`src/rtl/lsu_pkg.sv`:
```
// Shared definitions for the load/store unit: access-size encodings, FSM states
// and the size-to-byte-count helper.
package lsu_pkg;

    localparam logic [1:0] SIZE_BYTE   = 2'b00;
    localparam logic [1:0] SIZE_HALF   = 2'b01;
    localparam logic [1:0] SIZE_WORD   = 2'b10;
    localparam logic [1:0] SIZE_DOUBLE = 2'b11;

    typedef enum logic [1:0] {
        ST_IDLE  = 2'b00,
        ST_READ  = 2'b01,
        ST_WRITE = 2'b10,
        ST_RESP  = 2'b11
    } lsu_state_e;

    function automatic logic [3:0] size_bytes(input logic [1:0] size);
        logic [3:0] bytes;
        case (size)
            SIZE_BYTE: bytes = 4'd1;
            SIZE_HALF: bytes = 4'd2;
            SIZE_WORD: bytes = 4'd4;
            default:   bytes = 4'd8;
        endcase
        return bytes;
    endfunction

endpackage

```
`src/rtl/lsu_byte_lane.sv`:
```
// Combinational byte-lane datapath: load extract with zero/sign extension and
// read-modify-write merge of partial store data over the fetched doubleword.
module lsu_byte_lane
    import lsu_pkg::*;
(
    input  logic [1:0]  size_i,
    input  logic        signed_i,
    input  logic [63:0] rdata_i,
    input  logic [63:0] wdata_i,
    output logic [63:0] load_data_o,
    output logic [63:0] store_data_o
);

    // NOTE: every output gets a default before the case/loop so no path leaves it unassigned (no latch).
    always_comb begin
        load_data_o = '0;
        case (size_i)
            SIZE_BYTE: load_data_o = {{56{signed_i & rdata_i[7]}},  rdata_i[7:0]};
            SIZE_HALF: load_data_o = {{48{signed_i & rdata_i[15]}}, rdata_i[15:0]};
            SIZE_WORD: load_data_o = {{32{signed_i & rdata_i[31]}}, rdata_i[31:0]};
            default:   load_data_o = rdata_i;
        endcase
    end

    // Bytes below the access size come from the store data, the rest keep memory contents.
    always_comb begin
        store_data_o = rdata_i;
        for (int i = 0; i < 8; i++) begin
            if (4'(i) < size_bytes(size_i)) begin
                store_data_o[8*i +: 8] = wdata_i[8*i +: 8];
            end
        end
    end

endmodule

```
`src/rtl/load_store_unit.sv`:
```
// Load/store unit between the MEM stage and a 64-bit little-endian data memory.
// Define LSU_ALIGN_CHECK_EN to also fault accesses not aligned to their size.
module load_store_unit
    import lsu_pkg::*;
#(
    parameter int unsigned MEM_SIZE = 256
) (
    input  logic        clock,
    input  logic        reset_n,
    input  logic        req_valid,
    output logic        req_ready,
    input  logic        req_write,
    input  logic [1:0]  req_size,
    input  logic        req_signed,
    input  logic [63:0] req_address,
    input  logic [63:0] req_wdata,
    output logic        resp_valid,
    input  logic        resp_ready,
    output logic [63:0] resp_rdata,
    output logic        resp_fault,
    output logic        mem_read,
    output logic        mem_write,
    output logic [63:0] mem_address,
    output logic [63:0] mem_wdata,
    input  logic [63:0] mem_rdata
);

    lsu_state_e  state_q;
    logic [63:0] addr_q;
    logic [63:0] wdata_q;
    logic [1:0]  size_q;
    logic        signed_q;
    logic        write_q;

    logic        req_ready_q;
    logic        resp_valid_q;
    logic        resp_fault_q;
    logic [63:0] resp_rdata_q;
    logic        mem_read_q;
    logic        mem_write_q;
    logic [63:0] mem_address_q;
    logic [63:0] mem_wdata_q;

    logic [3:0]  req_bytes;
    logic [64:0] req_end;
    logic        bounds_fault;
    logic        align_fault;
    logic        req_fault;
    logic        accept;
    logic [63:0] load_data_d;
    logic [63:0] store_data_d;

    // The end address is one bit wider so an address near 2^64 cannot wrap into range.
    always_comb begin
        req_bytes    = size_bytes(req_size);
        req_end      = {1'b0, req_address} + {61'b0, req_bytes};
        bounds_fault = req_end > 65'(MEM_SIZE);
`ifdef LSU_ALIGN_CHECK_EN
        align_fault  = (req_address[2:0] & (req_bytes[2:0] - 3'd1)) != 3'd0;
`else
        align_fault  = 1'b0;
`endif
        req_fault    = bounds_fault | align_fault;
        accept       = req_valid & req_ready_q;
    end

    lsu_byte_lane u_byte_lane (
        .size_i       (size_q),
        .signed_i     (signed_q),
        .rdata_i      (mem_rdata),
        .wdata_i      (wdata_q),
        .load_data_o  (load_data_d),
        .store_data_o (store_data_d)
    );

    // NOTE: all state and outputs are registered with non-blocking assignments so every
    // register samples the pre-edge values; the async reset clears all of them.
    always_ff @(posedge clock or negedge reset_n) begin
        if (!reset_n) begin
            state_q       <= ST_IDLE;
            addr_q        <= '0;
            wdata_q       <= '0;
            size_q        <= SIZE_BYTE;
            signed_q      <= 1'b0;
            write_q       <= 1'b0;
            req_ready_q   <= 1'b1;
            resp_valid_q  <= 1'b0;
            resp_fault_q  <= 1'b0;
            resp_rdata_q  <= '0;
            mem_read_q    <= 1'b0;
            mem_write_q   <= 1'b0;
            mem_address_q <= '0;
            mem_wdata_q   <= '0;
        end else begin
            case (state_q)
                ST_IDLE: begin
                    if (accept) begin
                        addr_q      <= req_address;
                        wdata_q     <= req_wdata;
                        size_q      <= req_size;
                        signed_q    <= req_signed;
                        write_q     <= req_write;
                        req_ready_q <= 1'b0;
                        if (req_fault) begin
                            state_q      <= ST_RESP;
                            resp_valid_q <= 1'b1;
                            resp_fault_q <= 1'b1;
                            resp_rdata_q <= '0;
                        end else if (!req_write || (req_size != SIZE_DOUBLE)) begin
                            // Loads and partial stores both need the current doubleword first.
                            state_q       <= ST_READ;
                            mem_read_q    <= 1'b1;
                            mem_address_q <= req_address;
                        end else begin
                            state_q       <= ST_WRITE;
                            mem_write_q   <= 1'b1;
                            mem_address_q <= req_address;
                            mem_wdata_q   <= req_wdata;
                        end
                    end
                end

                ST_READ: begin
                    mem_read_q <= 1'b0;
                    if (write_q) begin
                        state_q       <= ST_WRITE;
                        mem_write_q   <= 1'b1;
                        mem_address_q <= addr_q;
                        mem_wdata_q   <= store_data_d;
                    end else begin
                        state_q       <= ST_RESP;
                        mem_address_q <= '0;
                        resp_valid_q  <= 1'b1;
                        resp_fault_q  <= 1'b0;
                        resp_rdata_q  <= load_data_d;
                    end
                end

                ST_WRITE: begin
                    state_q       <= ST_RESP;
                    mem_write_q   <= 1'b0;
                    mem_address_q <= '0;
                    mem_wdata_q   <= '0;
                    resp_valid_q  <= 1'b1;
                    resp_fault_q  <= 1'b0;
                    resp_rdata_q  <= '0;
                end

                ST_RESP: begin
                    if (resp_ready) begin
                        state_q      <= ST_IDLE;
                        resp_valid_q <= 1'b0;
                        resp_fault_q <= 1'b0;
                        resp_rdata_q <= '0;
                        req_ready_q  <= 1'b1;
                    end
                end

                default: begin
                    state_q     <= ST_IDLE;
                    req_ready_q <= 1'b1;
                end
            endcase
        end
    end

    assign req_ready   = req_ready_q;
    assign resp_valid  = resp_valid_q;
    assign resp_fault  = resp_fault_q;
    assign resp_rdata  = resp_rdata_q;
    assign mem_read    = mem_read_q;
    assign mem_write   = mem_write_q;
    assign mem_address = mem_address_q;
    assign mem_wdata   = mem_wdata_q;

endmodule

```
`config.mk`:
```
export PLATFORM = sky130hd
export DESIGN_NAME = load_store_unit
export DESIGN_NICKNAME = d
export VERILOG_FILES = /design/src/rtl/lsu_pkg.sv /design/src/rtl/lsu_byte_lane.sv /design/src/rtl/load_store_unit.sv
export SDC_FILE = /design/constraint.sdc
export NUM_CORES = 1
export LEC_CHECK = 0
export CAP_MARGIN = 20
export CORE_AREA = 2 2 180 182
export DETAILED_ROUTE_END_ITERATION = 10
export DIE_AREA = 0 0 182 184
export GPL_TIMING_DRIVEN = 0
export PLACE_DENSITY_LB_ADDON = 0.08
export SYNTH_ARGS = -nofsm -noshare
export SYNTH_HDL_FRONTEND = slang
export SYNTH_HIERARCHICAL = 1
export SYNTH_SLANG_ARGS = --single-unit
```
`constraint.sdc`:
```
create_clock -name clock -period 4.55 [get_ports clock]
set_clock_uncertainty 0.1 [all_clocks]
set_input_delay 0.91 -clock clock [delete_from_list [all_inputs] [get_ports clock]]
set_output_delay 0.91 -clock clock [all_outputs]
set_load 0.02 [all_outputs]
```
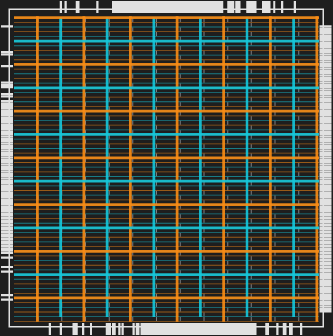
(run_1/pdn.png)
Pins as bars on the die edge. Tap cells in grey.
legend:
  cyan:
    net: VDD
  orange:
    net: VSS
signal pins: 397
met4 straps: 13

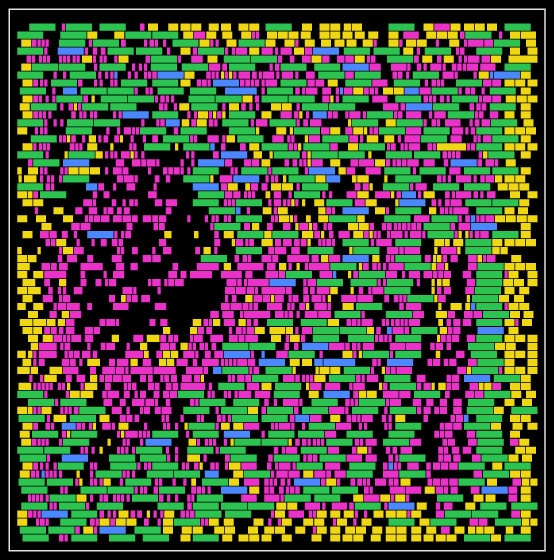
(run_1/cell_classes.png)
legend:
  magenta:
    class: all other logic
    cells: 1357
    share_of_their_area: 37%
  blue:
    class: clock drivers and dummy loads
    cells: 64
    share_of_their_area: 5.3%
  green:
    class: flip-flops
    cells: 331
    share_of_their_area: 36%
  yellow:
    class: other buffers and delay cells
    cells: 554
    share_of_their_area: 21%

==> impl_metrics.py, run 1 <==
# Synthesis and PnR figures
metrics = {
    "sta": {
        "hold_slack_ns": 0.310,
        "worst_slew_pin_slew_ns": 0.889,
        "hold_viol": 0,
        "finalClockPeriodUsage_pct": 99.5,
        "setup_viol_count_final": 0,
        "slew_headroom_pct": 40.7,
    },
    "cells_and_area": {
        "clockBufferCount": 52,
        "dominant_cells": "registers",
        "final_util_pct": 74.0,
        "fillers": 2297,
        "buffer_area_share_pct": 20.9,
        "regArea_sq_um": 8280,
        "logic_gates": 1280,
        "area_delta_synth_final_pct": 36.0,
        "drive_gt1_share_pct": 13.7,
        "ff_count": 331,
        "clk_share_pct": 5.15,
        "fin_nets": 2490,
        "seq_share_pct": 35.6,
        "n_antenna_cell": 10,
    },
    "synth": {
        "synth-async-reset-ratio_pct": 100,
        "synth_top_area_share_pct": 48.3,
        "synth_cells": 1835,
        "synth_seq_share_pct": 48.5,
        "synth.net_count": 2045,
        "ff_type": "dfrtp_1",
        "synthTopCellsByArea": "dfrtp_1 (48%), nand2_1 (11%), o21ai_0 (6.0%)",
        "yosys_cells": 1835,
        "synth_cell_types": 77,
        "yosys-stat-area_sq_um": 17100,
        "numSynthFlops": 331,
        "syn_area_sq_um": 17100,
    },
    "run_status": {
        "outcome": "complete, no violations",
    },
    "cts": {
        "clockBufferDepth": 3,
        "ctsResizeCount": 62,
        "cts_hold_buffers": 0,
        "post_cts_buffers": 21,
        "clock_latency_ns": 0.52,
        "cts_tree": "yes",
        "root_buffer": "clkbuf_16",
        "clock_sinks": 331,
        "path_clk_slew_ns": 0.06,
        "htreeDepth": 2,
        "numCtsBuffers": 36,
    },
    "job": {
        "max_cap_violations": 0,
        "warnings": 40,
    },
    "pwr": {
        "power.density_nw_per_um2": 654,
    },
    "placed_design": {
        "hpwlAfterDp_mm": 42.7,
        "gp_congestion": 1.06,
        "port_buffers": 378,
    },
    "drt": {
        "vias": 16000,
        "final_antenna_net_count": 0,
        "drc": 0,
        "drtPass1Iterations": 5,
        "drtIter0Drc": 1300,
    },
    "worst_setup_path": {
        "cp_max_fo": 10,
        "worstPathRequired_ns": 4.82,
        "crit_path_end": "mem_address[34]$_DFFE_PN0P_",
        "reg2reg_to": "mem_address[40]$_DFFE_PN0P_",
        "startpoint_type": "input port",
        "path_class": "in -> reg",
        "reg2reg_depth": 9,
        "cp_data_arrival_time_ns": 4.80,
        "cp-end-kind": "flip-flop",
    },
    "die": {
        "die-area_sq_um": 33500,
        "nWellTaps": 402,
        "die_y_um": 184,
        "rows": 65,
    },
    "global_route": {
        "grt.overflow.total": 0,
        "grt_max_degree": 122,
        "antenna_found_initial": 11,
        "track_usage_pct": 33.8,
    },
}
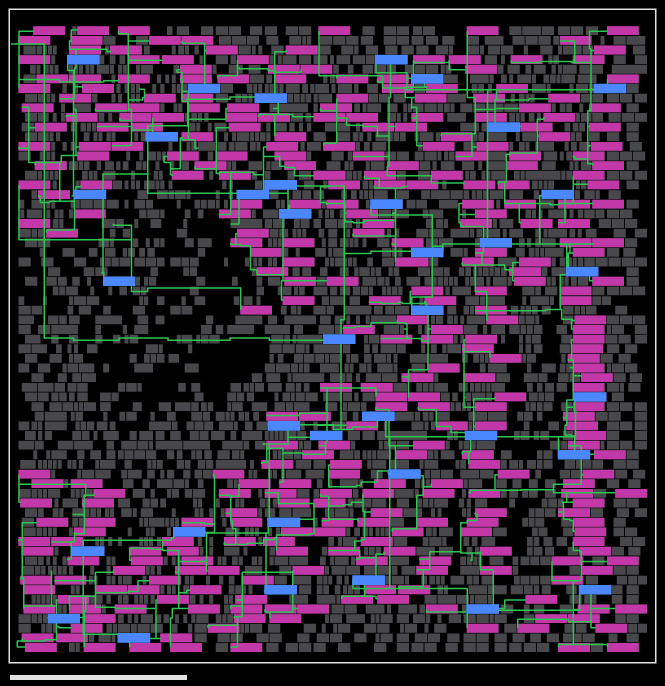
(run_1/clock_map.png)
Bar = 50 um.
legend:
  blue:
    item: cells driving clock nets
    count: 36
  green:
    item: clock wires
    length: 4040 um
  magenta:
    item: flip-flops
    count: 331
routed clock nets: 37

[run 1: worst min path at each step]
stage | endpoint | slack (ns)
2_1_floorplan | wdata_q[32]$_DFFE_PN0P_ | 0.34
3_3_place_gp | wdata_q[34]$_DFFE_PN0P_ | 0.36
3_5_place_dp | addr_q[29]$_DFFE_PN0P_ | 0.36
4_1_cts | resp_rdata[17]$_DFFE_PN0P_ | 0.34
5_1_grt | mem_wdata[18]$_DFFE_PN0P_ | 0.38
6_report | mem_wdata[14]$_DFFE_PN0P_ | 0.31
[run 1: metal layers]
layer	global-route usage (%)	wire (um)
met4	16.2	2780
met5	0	27
met2	58.1	28600
met3	6.97	4480
met1	40.7	22000
[run 1: report_power, final]
part | internal [mW] | switching, mW
Sequential | 4.05 | 0.651
Clock | 1.76 | 1.20
Combinational | 3.35 | 4.18
Total | 9.16 | 6.03
[run 1: sequential cells by signal, summed over array words and instances (netlist names)]
name         cells
state_q          2
addr_q          64
resp_fault       1
write_q          1
signed_q         1
resp_valid       1
mem_address     64
req_ready        1
wdata_q         64
size_q           2
mem_wdata       64
resp_rdata      64
mem_write        1
mem_read         1
[run 1: worst max-delay path, cell delays in order]
cell,delay [ns]
clkdlybuf4s15_2,0.23
and2_1,0.22
ha_4,0.32
o21ai_2,0.11
or2_4,0.31
buf_4,0.16
o41ai_2,0.28
a31oi_1,0.11
or4_4,0.55
or4_4,0.51
o31a_1,0.35
buf_6,0.17
buf_6,0.16
buf_4,0.19
nand2_1,0.09
o21ai_0,0.08
[run 1: metrics by stage]
stage,setup TNS [ns],instances,instance area (sq um),setup slack (ns)
2_1_floorplan,0,1835,17100,0.00337
3_3_place_gp,-4082.39,2615,21400,-11.69
3_5_place_dp,-249.10,2618,21400,-1.44
4_1_cts,0,2701,23000,0.00806
5_1_grt,-0.654,2717,23200,-0.0748
6_report,0,2718,23200,0.0239
[run 1: cell usage in the layout, fill, tap and decap left out, types with 9 or more instances in the layout]
cell / synthesis / final
a21o_1: 10 / 10
a21oi_1: 15 / 13
a22o_1: 66 / 66
and3_1: 9 / 9
buf_2: 32 / 23
buf_4: 18 / 54
buf_6: 11 / 13
clkbuf_1: 82 / 84
clkbuf_16: 0 / 37
clkbuf_8: 0 / 9
clkdlybuf4s50_1: 0 / 346
dfrtp_1: 330 / 330
diode_2: 0 / 10
dlygate4sd2_1: 0 / 12
dlymetal6s2s_1: 0 / 16
inv_1: 77 / 75
mux2_1: 36 / 36
mux2_2: 38 / 38
mux2_4: 50 / 50
nand2_1: 486 / 486
nand3_1: 57 / 51
nand4_1: 27 / 27
nor2_1: 31 / 28
nor2b_1: 12 / 11
nor3_1: 16 / 12
nor3b_1: 10 / 9
o211ai_1: 35 / 35
o21ai_0: 205 / 200
o21ai_1: 12 / 15
xnor2_1: 11 / 11
[run 1: logic make-up after synthesis]
| logic type | share of synthesized area (%) |
|---|---|
| AND-OR/OR-AND | 14.8 |
| buffers and inverters | 6.04 |
| flip-flops | 48.5 |
| XOR/XNOR | 0.974 |
| adder cells (fa/ha/maj) | 0.776 |
| multiplexers | 9.57 |
| AND/OR/NAND/NOR | 19.3 |
==> run_1/metal_stack.png <==
Bar = 50 um.
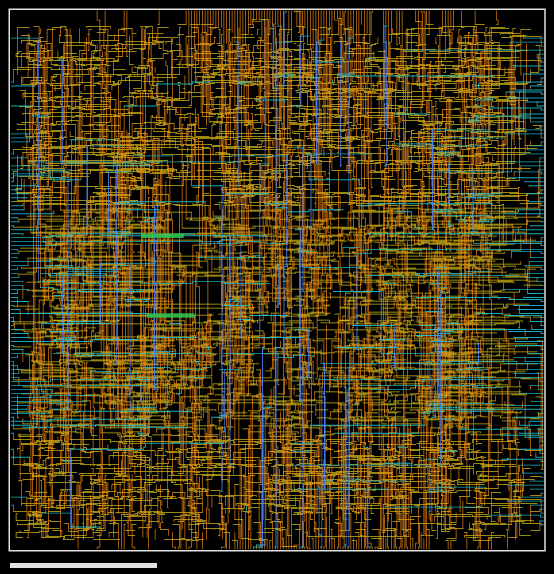

--- run 2 (diff from run 1) ---
ABC_CLOCK_PERIOD_IN_PS = 4550   (was unset)
CORE_AREA = 4 4 182 184   (was 2 2 180 182)
DIE_AREA = 0 0 186 188   (was 0 0 182 184)
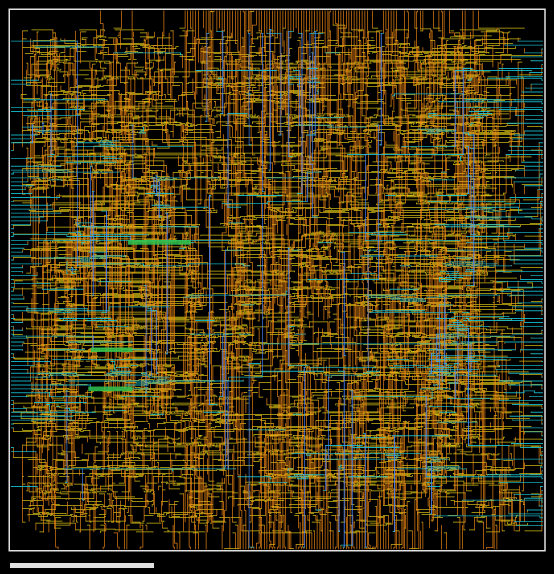
(run_2/metal_stack.png)
Bar = 50 um.
legend:
  orange:
    layer: met2
    wire_length: 28.7 mm
  green:
    layer: met5
    wire_length: 46.9 um
  cyan:
    layer: met3
    wire_length: 4920 um
  yellow:
    layer: met1
    wire_length: 22.1 mm
  blue:
    layer: met4
    wire_length: 2200 um

==> run 2 against run 1 <==
Compared with the run above: cell count about the same; highest routed layer unchanged; clock-buffer cell count decreased by 1; final area decreased by 0.11%; critical path type unchanged; largest power group unchanged; largest cell class unchanged; first-iteration DRC count increased by 2.3%; critical path depth decreased by 2.
==> impl_metrics.py, run 2 <==
# Synthesis and PnR figures
metrics = {
    "sta": {
        "finalClockPeriodUsage_pct": 98.3,
        "hold_viol": 0,
        "maxSlewViolCount": 0,
        "tns_ns": 0,
        "hold_slack_ns": 0.292,
        "worst_slew_pin_slew_ns": 0.872,
        "fin_ws_ns": 0.0784,
        "slew_headroom_pct": 41.8,
        "max_freq_ghz": 0.224,
        "setup_viol_count_final": 0,
        "fin_crit_ns": 4.47,
    },
    "placed_design": {
        "port_buffers": 378,
        "place_area_sq_um": 21400,
        "hpwlAfterDp_mm": 43.3,
        "dp_slack_ns": -1.57,
        "gp_congestion": 1.00,
    },
    "cells_and_area": {
        "drive_gt1_share_pct": 13.4,
        "postLayoutCellArea_sq_um": 23200,
        "fin_nets": 2489,
        "layout.cells.most_common": "nand2_1",
        "area_delta_synth_final_pct": 35.9,
        "final_util_pct": 73.9,
        "fillers": 2287,
        "most-common-layout-cells": "nand2_1 (485), clkdlybuf4s50_1 (341), dfrtp_1 (330)",
    },
    "pwr": {
        "peakVddDrop_mv": 0.386,
        "power.density_nw_per_um2": 649,
        "power.leakage_nw": 10.5,
    },
    "worst_setup_path": {
        "reg2reg_depth": 9,
        "path_class": "in -> reg",
        "worstPathRequired_ns": 4.81,
        "cp_data_arrival_time_ns": 4.73,
        "cp-end-kind": "flip-flop",
        "reg2reg_to": "mem_address[40]$_DFFE_PN0P_",
        "startpoint_type": "input port",
        "cp_max_fo": 10,
        "reg2reg_slack_ns": 0.81,
        "crit-reg2reg-launch": "state_q[0]$_DFFE_PN0P_",
    },
    "die": {
        "pin_count": 397,
        "die-area_sq_um": 35000,
        "rows": 65,
        "die_y_um": 188,
        "initCoreUtil_pct": 54.4,
        "core-area_sq_um": 31400,
        "fp.dieW_um": 186,
    },
    "cts": {
        "path_clk_slew_ns": 0.06,
        "cts_tree": "yes",
        "root_buffer": "clkbuf_16",
        "numCtsBuffers": 36,
        "clock_sinks": 331,
        "cts_hold_buffers": 0,
        "htreeDepth": 2,
        "clockBufferDepth": 3,
        "clock_latency_ns": 0.52,
    },
    "drt": {
        "drtPass1Iterations": 7,
        "routed_wl_mm": 57.9,
        "drtIter0Drc": 1330,
        "viasPerCell": 5.88,
        "drc": 0,
        "wl_per_cell_um": 21.3,
        "vias": 16000,
        "final_antenna_net_count": 0,
    },
    "synth": {
        "syn_area_sq_um": 17100,
        "ff_type": "dfrtp_1",
        "edf_count": 0,
        "synth_cell_types": 77,
        "synth_top_area_share_pct": 48.3,
        "synth_seq_share_pct": 48.5,
        "synthTopCellsByArea": "dfrtp_1 (48%), nand2_1 (11%), o21ai_0 (6.0%)",
        "yosys_cells": 1835,
        "yosys-top-cells-count": "nand2_1 (486), dfrtp_1 (330), o21ai_0 (205)",
        "ys_warn_count": 6,
        "synth_cells": 1835,
        "yosysTopAreaCell": "dfrtp_1",
        "yosys-stat-area_sq_um": 17100,
        "most_common_cell": "nand2_1",
        "numSynthFlops": 331,
        "synth-async-reset-ratio_pct": 100,
        "syn_area_per_cell_sq_um": 9.31,
        "synth.net_count": 2045,
    },
    "global_route": {
        "grt_pass1_vias": 15600,
        "track_usage_pct": 32.1,
        "grt.overflow.total": 0,
        "grt_max_degree": 117,
        "antenna_found_initial": 12,
        "grt_pass1_wl_mm": 89.0,
    },
    "job": {
        "warnings": 39,
        "max_cap_violations": 0,
    },
    "worst_hold_path": {
        "min_path_type": "in -> async",
    },
    "run_status": {
        "outcome": "complete, no violations",
    },
}
==> run 2: where the power goes <==
part | total [mW] | switching, mW | internal [mW] | leakage, nW
Combinational | 7.51 | 4.16 | 3.35 | 5.59
Clock | 2.86 | 1.18 | 1.68 | 0.566
Sequential | 4.69 | 0.640 | 4.05 | 4.31
Total | 15.1 | 5.98 | 9.08 | 10.5
==> run 2: logic make-up (layout without fill, tap and decap cells) <==
| group | count (synthesis) | in the layout | share of synthesized area [%] |
|---|---|---|---|
| XOR/XNOR | 19 | 19 | 0.974 |
| adder cells (fa/ha/maj) | 10 | 10 | 0.776 |
| AND-OR/OR-AND | 396 | 396 | 14.8 |
| buffers and inverters | 224 | 694 | 6.04 |
| flip-flops | 331 | 331 | 48.5 |
| other | 0 | 9 | 0 |
| AND/OR/NAND/NOR | 726 | 726 | 19.3 |
| multiplexers | 129 | 129 | 9.57 |
==> run 2: what timing repair did <==
item | CTS | global route
buffers inserted | 20 | 9
pin swaps | 16 | 13
setup endpoints to repair | 198 | 196
gates resized | 65 | 53
==> run 2: how the worst max path moves through the flow <==
stage	start	end	slack (ns)	cells after the start
4_1_cts	req_size[1]	mem_address[47]$_DFFE_PN0P_	0.007	17
5_1_grt	req_address[0]	mem_address[56]$_DFFE_PN0P_	-0.007	16
6_report	req_address[36]	mem_address[35]$_DFFE_PN0P_	0.08	14
3_3_place_gp	reset_n	addr_q[34]$_DFFE_PN0P_	-11.66	1
3_5_place_dp	req_size[0]	mem_address[39]$_DFFE_PN0P_	-1.57	16
2_1_floorplan	req_size[1]	mem_wdata[14]$_DFFE_PN0P_	0.003	16
==> run 2: area by class of cell <==
type | count | area, sq um | share of cell area, %
Antenna cell | 9 | 22.5 | 0.0970
Buffer | 143 | 768 | 3.31
Clock buffer | 51 | 1020 | 4.39
Clock inverter | 13 | 129 | 0.555
Inverter | 77 | 289 | 1.25
Multi-Input combinational cell | 1280 | 8080 | 34.8
Sequential cell | 331 | 8280 | 35.7
Tap cell | 402 | 503 | 2.17
Timing Repair Buffer | 410 | 4120 | 17.7
==> run 2: worst max-delay path: stages <==
cell	delay [ns]
clkdlybuf4s50_1	0.53
inv_2	0.09
or4_4	0.59
or4_4	0.48
or3_4	0.41
a22oi_2	0.18
and4b_2	0.32
nand4_4	0.16
o31a_1	0.36
buf_6	0.17
buf_6	0.16
buf_4	0.19
nand2_1	0.07
o21ai_0	0.08
==> run 2: metal layers <==
| metal | track usage, % | routed length (um) | vias up |
|---|---|---|---|
| met4 | 11.3 | 2200 | 6 |
| li1 | - | - | 7241 |
| met2 | 54.8 | 28700 | 826 |
| met3 | 6.30 | 4920 | 154 |
| met5 | 0 | 46 | - |
| met1 | 40.7 | 22100 | 7739 |
==> run 2: through the flow <==
| step | std cells | total power, mW |
|---|---|---|
| 3_5_place_dp | 2618 | 12.0 |
| 6_report | 2716 | 15.1 |
| 3_3_place_gp | 2615 | 11.8 |
| 5_1_grt | 2715 | 15.9 |
| 2_1_floorplan | 1835 | 9.20 |
| 4_1_cts | 2699 | 15.0 |
==> run_2/final_congestion.png <==
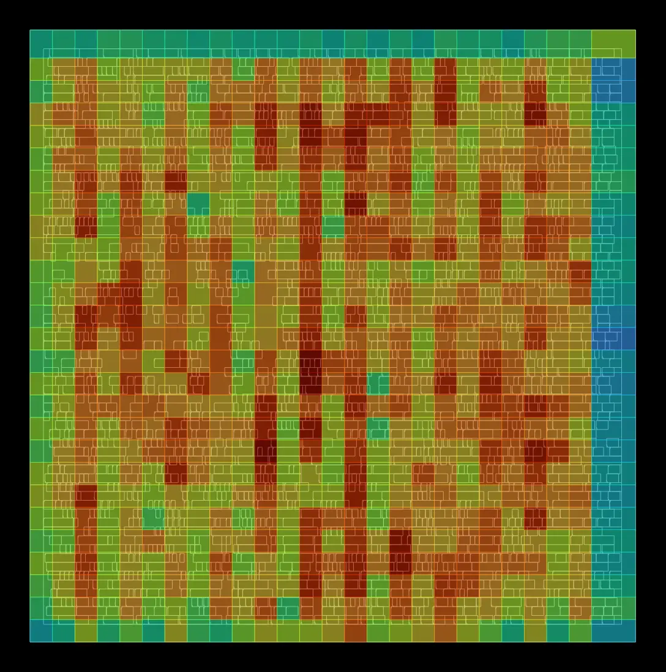

--- run 3 (diff from run 2) ---
CORE_AREA = 2 2 180 182   (was 4 4 182 184)
CTS_CLUSTER_DIAMETER = 60   (was unset)
DIE_AREA = 0 0 182 184   (was 0 0 186 188)
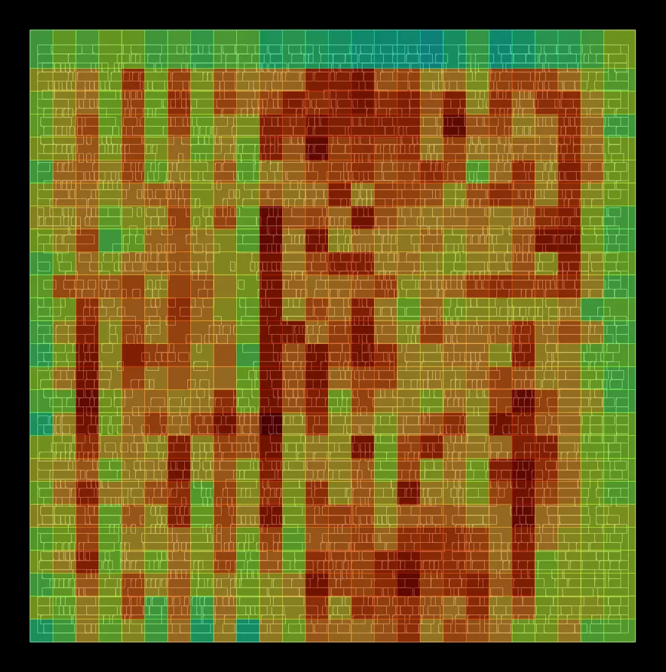
(run_3/final_congestion.png)
layer with the highest usage: met2
met1 usage: 40.5%
Final Util: 74.2%
GR met2 Demand/Resource: 58.7%
Overall Global Routing Usage: 33.9%

==> run 3 against run 2 <==
Compared with the run above: global-route usage grew 1.8 points; hold slack lost 0.0073 ns; register-to-register slack lost 0.02 ns; non-clock buffer count grew 1; critical path type unchanged; utilization grew 0.27 points; synthesized cell count is the same; total power grew 1.8%; final area grew 0.37%.
==> impl_metrics.py, run 3 <==
# Synthesis and PnR figures
metrics = {
    "worst_setup_path": {
        "cp_data_arrival_time_ns": 4.73,
        "cp_max_fo": 10,
        "worstPathRequired_ns": 4.82,
        "crit_chain": "clkdlybuf4s50_1, nand4_1, nor4_4, buf_4, nand3_2, nor3_2, o22ai_1, or4_4, or4_4, o31a_1, buf_6, buf_12, buf_4, nand2_1, o21ai_1",
        "crit_slowest_cell": "clkdlybuf4s50_1",
        "cpPeakStageDelay_ns": 0.58,
        "startpoint_type": "input port",
        "path_class": "in -> reg",
        "cp-end-kind": "flip-flop",
    },
    "synth": {
        "synth_cells": 1835,
        "synth-async-reset-ratio_pct": 100,
        "syn_area_sq_um": 17100,
        "synthTopCellsByArea": "dfrtp_1 (48%), nand2_1 (11%), o21ai_0 (6.0%)",
        "ff_type": "dfrtp_1",
        "synth_top_area_share_pct": 48.3,
        "synth_seq_share_pct": 48.5,
        "numSynthFlops": 331,
        "syn_area_per_cell_sq_um": 9.31,
        "yosysTopAreaCell": "dfrtp_1",
        "ys_warn_count": 6,
        "synth_cell_types": 77,
        "yosys-stat-area_sq_um": 17100,
        "edf_count": 0,
        "most_common_cell": "nand2_1",
        "yosys-top-cells-count": "nand2_1 (486), dfrtp_1 (330), o21ai_0 (205)",
        "yosys_cells": 1835,
        "synth.net_count": 2045,
    },
    "cts": {
        "root_buffer": "clkbuf_16",
        "cts_tree": "yes",
        "cts_hold_buffers": 0,
        "clockBufferDepth": 3,
        "clock_sinks": 331,
        "htreeDepth": 2,
        "clock_latency_ns": 0.53,
        "numCtsBuffers": 37,
        "path_clk_slew_ns": 0.06,
    },
    "global_route": {
        "grt_pass1_wl_mm": 88.8,
        "grt_max_degree": 122,
        "grt_pass1_vias": 16000,
        "grt.overflow.total": 0,
        "antenna_found_initial": 13,
    },
    "cells_and_area": {
        "combGateArea_sq_um": 8060,
        "fin_nets": 2491,
        "fillers": 2289,
        "drive_gt1_share_pct": 13.7,
        "regArea_sq_um": 8280,
        "most-common-layout-cells": "nand2_1 (486), clkdlybuf4s50_1 (347), dfrtp_1 (330)",
        "area_delta_synth_final_pct": 36.4,
        "layout.cells.most_common": "nand2_1",
    },
    "die": {
        "rows": 65,
        "die_y_um": 184,
        "fp.dieW_um": 182,
        "initCoreUtil_pct": 54.4,
        "die-area_sq_um": 33500,
        "core-area_sq_um": 31400,
        "pin_count": 397,
    },
    "drt": {
        "routed_wl_mm": 58.0,
        "wl_per_cell_um": 21.3,
        "drtIter0Drc": 1273,
        "drtPass1Iterations": 5,
        "vias": 16000,
        "final_antenna_net_count": 0,
        "viasPerCell": 5.89,
        "drc": 0,
    },
    "job": {
        "warnings": 40,
        "max_cap_violations": 0,
    },
    "sta": {
        "hold_slack_ns": 0.285,
        "rsz0062_at_grt": "true",
        "worst_slew_pin_slew_ns": 0.908,
        "finalClockPeriodUsage_pct": 98.0,
        "setup_viol_count_final": 0,
        "fin_crit_ns": 4.46,
        "max_freq_ghz": 0.224,
        "maxSlewViolCount": 0,
        "slew_headroom_pct": 39.4,
        "hold_viol": 0,
    },
    "placed_design": {
        "port_buffers": 378,
        "gp_congestion": 1.06,
        "hpwlAfterDp_mm": 42.7,
    },
    "worst_hold_path": {
        "min_path_type": "in -> async",
    },
    "pwr": {
        "peakVddDrop_mv": 0.356,
        "power.density_nw_per_um2": 658,
        "power.leakage_nw": 10.5,
    },
    "run_status": {
        "outcome": "complete, no violations",
    },
}
## run 3: cell counts after synthesis
No cell type changed its count.
## run 3: where the power goes
part | total, mW | internal (mW) | switching, mW
combinational | 7.58 | 3.39 | 4.20
sequential | 4.70 | 4.05 | 0.649
clock | 3.06 | 1.84 | 1.22
## run 3: final cells by class
class                      count  share of cell area (%)
antenna                       11                   0.118
buffer                       143                    3.39
clock buffer                  50                    4.62
clock inverter                15                   0.741
inverter                      77                    1.24
multi-input combinational   1280                    34.6
sequential                   331                    35.6
tap                          402                    2.16
timing repair buffer         411                    17.6
## run 3: cells by family (layout without fill, tap and decap cells)
family                     Yosys count  after routing  share of synthesized area, %
muxes                              129            129                          9.57
and+or+nand+nor                    726            726                          19.3
AOI/OAI and AO/OA                  396            396                          14.8
DFF                                331            331                          48.5
xor gates and xnor gates            19             19                         0.974
other                                0             11                             0
adders and majority gates           10             10                         0.776
buffers and inverters              224            696                          6.04
## run 3: repair_timing
| item | in CTS | in global routing |
|---|---|---|
| gates resized | 74 | 48 |
| setup endpoints to repair | 198 | 196 |
| pin swaps | 14 | 13 |
| buffers inserted | 23 | 6 |
| cloned | 0 | 1 |
## run 3: routing by layer
layer | share of wire [%] | wire [um] | vias to the layer above | global-route usage [%]
li1 | - | - | 7234 | -
met1 | 38 | 22100 | 7871 | 40.5
met2 | 49 | 28600 | 743 | 58.7
met3 | 7.7 | 4480 | 173 | 6.62
met4 | 4.9 | 2840 | 4 | 17.2
met5 | 0.047 | 27 | - | 0
## run 3: critical path: cells and delay by family
family,cells,cell delay [ns]
AND-OR/OR-AND,3,0.54
AND/OR/NAND/NOR,7,2.02
buffers and inverters,5,1.26
## run 3: metrics by stage
stage | setup TNS [ns] | area, sq um | worst slack, ns | total power [mW] | instances
after floorplan | 0 | 17100 | 0.00337 | 9.20 | 1835
final | 0 | 23300 | 0.0927 | 15.3 | 2720
after detailed placement | -249.10 | 21400 | -1.44 | 11.9 | 2618
after global routing | -1.06 | 23300 | -0.0500 | 16.2 | 2718
after CTS | 0 | 23100 | 0.00237 | 15.2 | 2704
after global placement | -4082.39 | 21400 | -11.69 | 11.7 | 2615
## run 3: worst paths after layout
| kind | start | endpoint | slack [ns] | depth (start not counted) |
|---|---|---|---|---|
| min in group clock | addr_q[3]$_DFFE_PN0P_ | addr_q[3]$_DFFE_PN0P_ | 0.38 | 2 |
| worst max-delay path | req_address[22] | mem_address[9]$_DFFE_PN0P_ | 0.09 | 15 |
| worst max register to register | state_q[0]$_DFFE_PN0P_ | mem_address[40]$_DFFE_PN0P_ | 0.79 | 9 |
| max in group asynchronous | reset_n | addr_q[30]$_DFFE_PN0P_ | 2.95 | 2 |
| worst min-delay path | reset_n | resp_rdata[17]$_DFFE_PN0P_ | 0.28 | 1 |
| worst min register to register | addr_q[3]$_DFFE_PN0P_ | addr_q[3]$_DFFE_PN0P_ | 0.38 | 2 |
Power and IR drop assume default switching activity.
